**src/rtl/muxn_reg_pkg.sv**
```systemverilog
// Shared definitions for the channel muxes: mode encodings and select-width helper.
package muxn_reg_pkg;

  typedef enum int unsigned {
    MODE_SEL = 0,
    MODE_RR  = 1
  } mode_e;

  // Select/index width: max(1, clog2(n))
  function automatic int unsigned sel_w(input int unsigned n);
    return (n <= 2) ? 1 : $clog2(n);
  endfunction

endpackage

```
**src/rtl/rr_arbiter.sv**
```systemverilog
// Round-robin grant: first requester found searching upward from i_ptr, wrapping at CHANNELS-1.
module rr_arbiter
  import muxn_reg_pkg::*;
#(
  parameter int unsigned CHANNELS = 4
) (
  input  logic [CHANNELS-1:0]          i_req,
  input  logic [sel_w(CHANNELS)-1:0]   i_ptr,
  output logic [CHANNELS-1:0]          o_grant_c,
  output logic [sel_w(CHANNELS)-1:0]   o_idx_c
);

  localparam int unsigned SW = sel_w(CHANNELS);
  localparam int unsigned CW = SW + 1;

  logic [CW-1:0] w_cand;
  logic          w_found;

  always_comb begin
    o_grant_c = '0;
    o_idx_c   = '0;
    w_found   = 1'b0;
    w_cand    = '0;
    for (int unsigned off = 0; off < CHANNELS; off++) begin
      // one extra bit so ptr+off never overflows before the wrap subtract
      w_cand = {1'b0, i_ptr} + CW'(off);
      if (w_cand >= CW'(CHANNELS)) begin
        w_cand = w_cand - CW'(CHANNELS);
      end
      if (!w_found && i_req[w_cand[SW-1:0]]) begin
        w_found                     = 1'b1;
        o_grant_c[w_cand[SW-1:0]]   = 1'b1;
        o_idx_c                     = w_cand[SW-1:0];
      end
    end
  end

endmodule

```
**src/rtl/muxn_reg.sv**
```systemverilog
// N-channel mux into a single registered output stage, with explicit select or
// round-robin arbitration chosen by MODE.
module muxn_reg
  import muxn_reg_pkg::*;
#(
  parameter int unsigned WIDTH    = 32,
  parameter int unsigned CHANNELS = 4,
  parameter int unsigned MODE     = MODE_SEL
) (
  input  logic                        clk,
  input  logic                        rst_n,
  input  logic [CHANNELS*WIDTH-1:0]   in_data,
  input  logic [CHANNELS-1:0]         in_valid,
  output logic [CHANNELS-1:0]         in_ready,
  input  logic [sel_w(CHANNELS)-1:0]  sel,
  output logic [WIDTH-1:0]            out_data,
  output logic [sel_w(CHANNELS)-1:0]  out_chan,
  output logic                        out_valid,
  input  logic                        out_ready
);

  localparam int unsigned SW = sel_w(CHANNELS);

  logic                w_can_load;
  logic                w_load;
  logic [CHANNELS-1:0] w_grant;
  logic [SW-1:0]       w_idx;
  logic [WIDTH-1:0]    w_masked [CHANNELS];
  logic [WIDTH-1:0]    w_sel_data;

  logic                r_out_valid;
  logic [WIDTH-1:0]    r_out_data;
  logic [SW-1:0]       r_out_chan;

  // Output stage can take a beat when empty or being drained this cycle
  assign w_can_load = ~r_out_valid | out_ready;
  assign in_ready   = w_grant & {CHANNELS{w_can_load & rst_n}};
  assign w_load     = |(in_ready & in_valid);

  generate
    if (MODE == MODE_RR) begin : g_rr
      logic [SW-1:0] r_ptr;
      logic          w_unused_sel;

      assign w_unused_sel = ^sel;

      rr_arbiter #(
        .CHANNELS (CHANNELS)
      ) u_arb (
        .i_req     (in_valid),
        .i_ptr     (r_ptr),
        .o_grant_c (w_grant),
        .o_idx_c   (w_idx)
      );

      // Pointer moves past the winner only when a beat is actually accepted
      always_ff @(posedge clk or negedge rst_n) begin
        if (!rst_n) begin
          r_ptr <= '0;
        end else if (w_load) begin
          r_ptr <= (w_idx == SW'(CHANNELS - 1)) ? '0 : w_idx + SW'(1);
        end
      end
    end else begin : g_sel
      // Out-of-range sel matches no channel, so nothing is granted
      for (genvar i = 0; i < CHANNELS; i++) begin : g_dec
        assign w_grant[i] = (sel == SW'(i));
      end
      assign w_idx = sel;
    end
  endgenerate

  for (genvar i = 0; i < CHANNELS; i++) begin : g_mask
    assign w_masked[i] = in_data[i*WIDTH +: WIDTH] & {WIDTH{w_grant[i]}};
  end

  always_comb begin
    w_sel_data = '0;
    for (int unsigned i = 0; i < CHANNELS; i++) begin
      w_sel_data = w_sel_data | w_masked[i];
    end
  end

  // Single output register; data/chan only change on a load
  always_ff @(posedge clk or negedge rst_n) begin
    if (!rst_n) begin
      r_out_valid <= 1'b0;
      r_out_data  <= '0;
      r_out_chan  <= '0;
    end else if (w_can_load) begin
      r_out_valid <= w_load;
      if (w_load) begin
        r_out_data <= w_sel_data;
        r_out_chan <= w_idx;
      end
    end
  end

  assign out_valid = r_out_valid;
  assign out_data  = r_out_data;
  assign out_chan  = r_out_chan;

endmodule

```
**config.mk**
```make
export PLATFORM = sky130hd
export DESIGN_NAME = muxn_reg
export DESIGN_NICKNAME = d
export VERILOG_FILES = /design/src/rtl/muxn_reg_pkg.sv /design/src/rtl/rr_arbiter.sv /design/src/rtl/muxn_reg.sv
export SDC_FILE = /design/constraint.sdc
export NUM_CORES = 1
export LEC_CHECK = 0
export CORE_MARGIN = 2
export CORE_UTILIZATION = 37
export CTS_CLUSTER_DIAMETER = 30
export DETAILED_ROUTE_END_ITERATION = 8
export GPL_ROUTABILITY_DRIVEN = 1
export MAX_ROUTING_LAYER = met4
export PLACE_DENSITY = 0.87
export SLEW_MARGIN = 15
export SYNTH_ARGS = -nofsm -noshare
export SYNTH_HDL_FRONTEND = slang
export SYNTH_SLANG_ARGS = --single-unit
export TNS_END_PERCENT = 20
```
**constraint.sdc**
```tcl
create_clock -name clk -period 4 [get_ports clk]
set_input_delay 1.2 -clock clk [delete_from_list [all_inputs] [get_ports clk]]
set_output_delay 1.2 -clock clk [all_outputs]
set_load 0.02 [all_outputs]
```
Fig. 1: run 1, the clock network
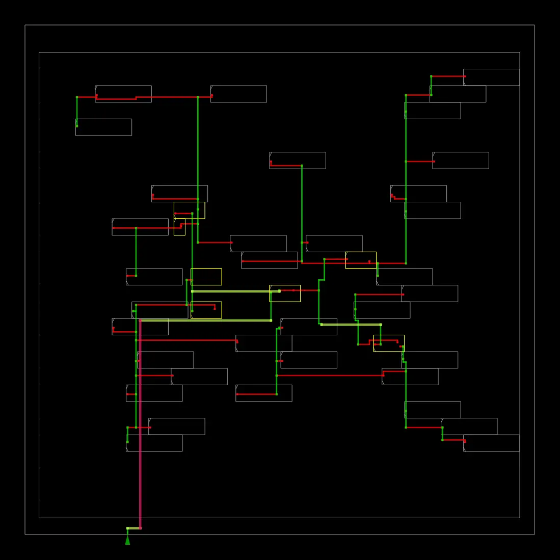
Latency at later pin: 0.27 ns
Sinks on Clock Net: 35
clock buffers created by TritonCTS: 5
sequential cell count of the final layout: 35
clock network power consumption: 256 µW

Fig. 2: run 1, logic cells by family
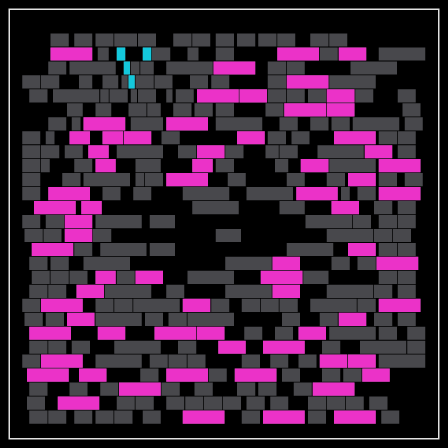
mux cells: in magenta, cells 69, where spread over the die. nor cells: in cyan, cells 4, where north-west.

Fig. 3: run 1, I/O pins on the die edge
The bar under the picture is 20 µm long. Pins as bars across the die edge, other pins in grey.
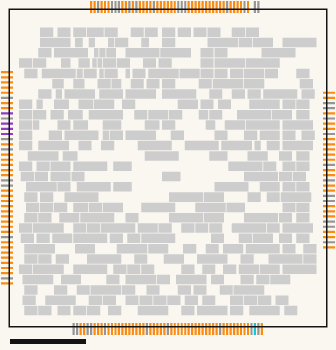
in_valid: in purple, pins 4, direction input, edge west. in_data: in orange, pins 128, direction input, edge 44 south, 34 north, 30 west, 20 east. rst_n: in cyan, pins 1, direction input, edge south.
All pins by edge: 55 south, 48 north, 42 west, 31 east.

==> flow_metrics.tcl, run 1 <==
# yosys + openroad results
set metrics [dict create \
    run_status "completed" \
    synth.yosys.warnings 0 \
    synth.top_cells.by_count "sky130_fd_sc_hd__dfrtp_1 (35), sky130_fd_sc_hd__mux4_2 (33), sky130_fd_sc_hd__mux2_4 (29)" \
    post-cts-setup-buffer-count 0 \
    min_to "out_data[31]$_DFFE_PN0P_" \
    ys_sh_xor 0 \
    timing.critical_path.slowest_cell_delay_ns 0.63 \
    vias_per_cell 5.14 \
    rr_endpoint "out_data[13]$_DFFE_PN0P_" \
    clock_buf_inv_share 0.0209 \
    die_y_um 83.4 \
    ys_sh_aoi 0.0140 \
    static-leakage-power_uw 0.00172 \
    area.share.combinational 0.323 \
    avgSynthCellArea_um2 17.5 \
    non_clock_inverter_count 1 \
    largest_reg_flops 32 \
    finalSetupTns_ns 0 \
    seqCellArea_um2 876 \
    comb_gate_area_um2 1350 \
    pwr-share-clk 0.169 \
    largestClassByArea "buffers" \
    detailroute.wirelength.met2_mm 3.83 \
    min_period_over_period 0.969 \
    synth.cellmix.simpleShare 0.0274 \
    synthMostInstantiatedCell "sky130_fd_sc_hd__dfrtp_1" \
    power.total_uw 1510 \
    effective_utilization_at_floorplan 0.389 \
    largestPowerGroup "combinational logic" \
    root_cell_of_the_clock_tree "sky130_fd_sc_hd__clkbuf_8" \
    port_buffers 175 \
    path_delay_family "buffers and inverters" \
    mux_area_frac 0.539 \
    coreArea_um2 5990 \
    post-synth-top-area-fraction 0.376 \
    clock_buffers 6 \
    sequentialPower_uw 510 \
    crit_path_cell_trace "clkdlybuf4s50_1 -> nand2b_1 -> nand3_1 -> nor2_1 -> clkdlybuf4s50_1" \
    timing.rr.start "out_valid$_DFFE_PN0N_" \
    gr-usage-met2 0.380 \
    row_count 28 \
    via_count 1962 \
]
==> run 2, diff against run 1 <==
Settings changed: GPL_ROUTABILITY_DRIVEN 1 to default, SKIP_CTS_REPAIR_TIMING from default to 1.
Fig. 4: run 2, I/O pins on the die edge
The bar under the picture is 20 µm long. Pins as bars across the die edge, other pins in grey.
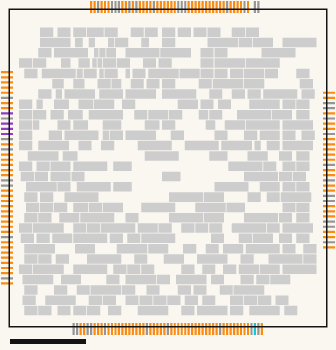
in_data: in orange, pins 128, direction input, edge 44 south, 34 north, 30 west, 20 east. rst_n: in cyan, pins 1, direction input, edge south. in_valid: in purple, pins 4, direction input, edge west.
All pins by edge: 55 south, 48 north, 42 west, 31 east.

Fig. 5: run 2, the clock network
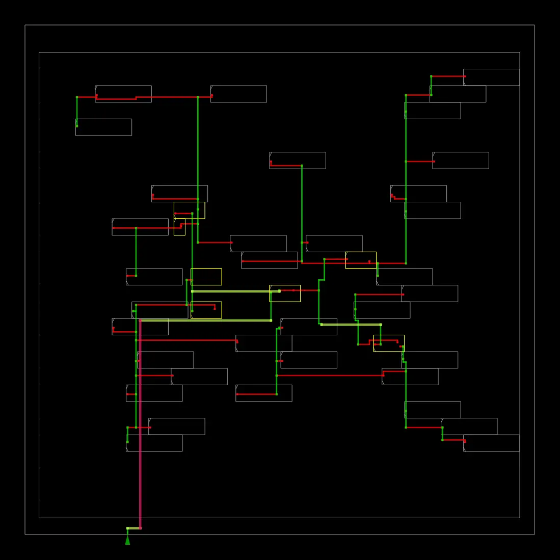
count of clock-net buffers in the final layout: 6
clock skew: 0.00266 ns

==> flow_metrics.tcl, run 2 <==
# yosys + openroad results
set metrics [dict create \
    run_status "completed" \
    gr-usage-met2 0.380 \
    area.share.combinational 0.323 \
    timing.critical_path.slowest_cell_delay_ns 0.63 \
    mux_area_frac 0.539 \
    power.total_uw 1510 \
    avgSynthCellArea_um2 17.5 \
    timing.rr.start "out_valid$_DFFE_PN0N_" \
    reg2regPathDepth 4 \
    via_count 1962 \
    clkLatencyLatePin_ns 0.27 \
    crit_path_cell_trace "clkdlybuf4s50_1 -> nand2b_1 -> nand3_1 -> nor2_1 -> clkdlybuf4s50_1" \
    finalSetupTns_ns 0 \
    die_y_um 83.4 \
    largestClassByArea "buffers" \
    synth.yosys.warnings 0 \
    clock_buf_inv_share 0.0209 \
    n_sequential_cell 35 \
    largest_reg_flops 32 \
    largestPowerGroup "combinational logic" \
    synth.cellmix.simpleShare 0.0274 \
    sequentialPower_uw 510 \
    rr_endpoint "out_data[13]$_DFFE_PN0P_" \
    static-leakage-power_uw 0.00172 \
    die_area_um2 6950 \
    cts.sinks 35 \
    path_delay_family "buffers and inverters" \
    min_period_over_period 0.969 \
    ys_sh_aoi 0.0140 \
    seqCellArea_um2 876 \
    placement.setup.worst_slack_ns 0.117 \
    min_to "out_data[31]$_DFFE_PN0P_" \
    port_buffers 175 \
    vias_per_cell 5.14 \
    effective_utilization_at_floorplan 0.389 \
    root_cell_of_the_clock_tree "sky130_fd_sc_hd__clkbuf_8" \
    row_count 28 \
    synthMostInstantiatedCell "sky130_fd_sc_hd__dfrtp_1" \
    cts_buffers 5 \
    ys_sh_xor 0 \
    detailroute.wirelength.met2_mm 3.83 \
    yosysTopAreaCell "sky130_fd_sc_hd__dfrtp_1" \
    pwr.group.clock_uw 256 \
    pwr-share-clk 0.169 \
]
No activity file was given, so power comes from the tool's default toggle rates.
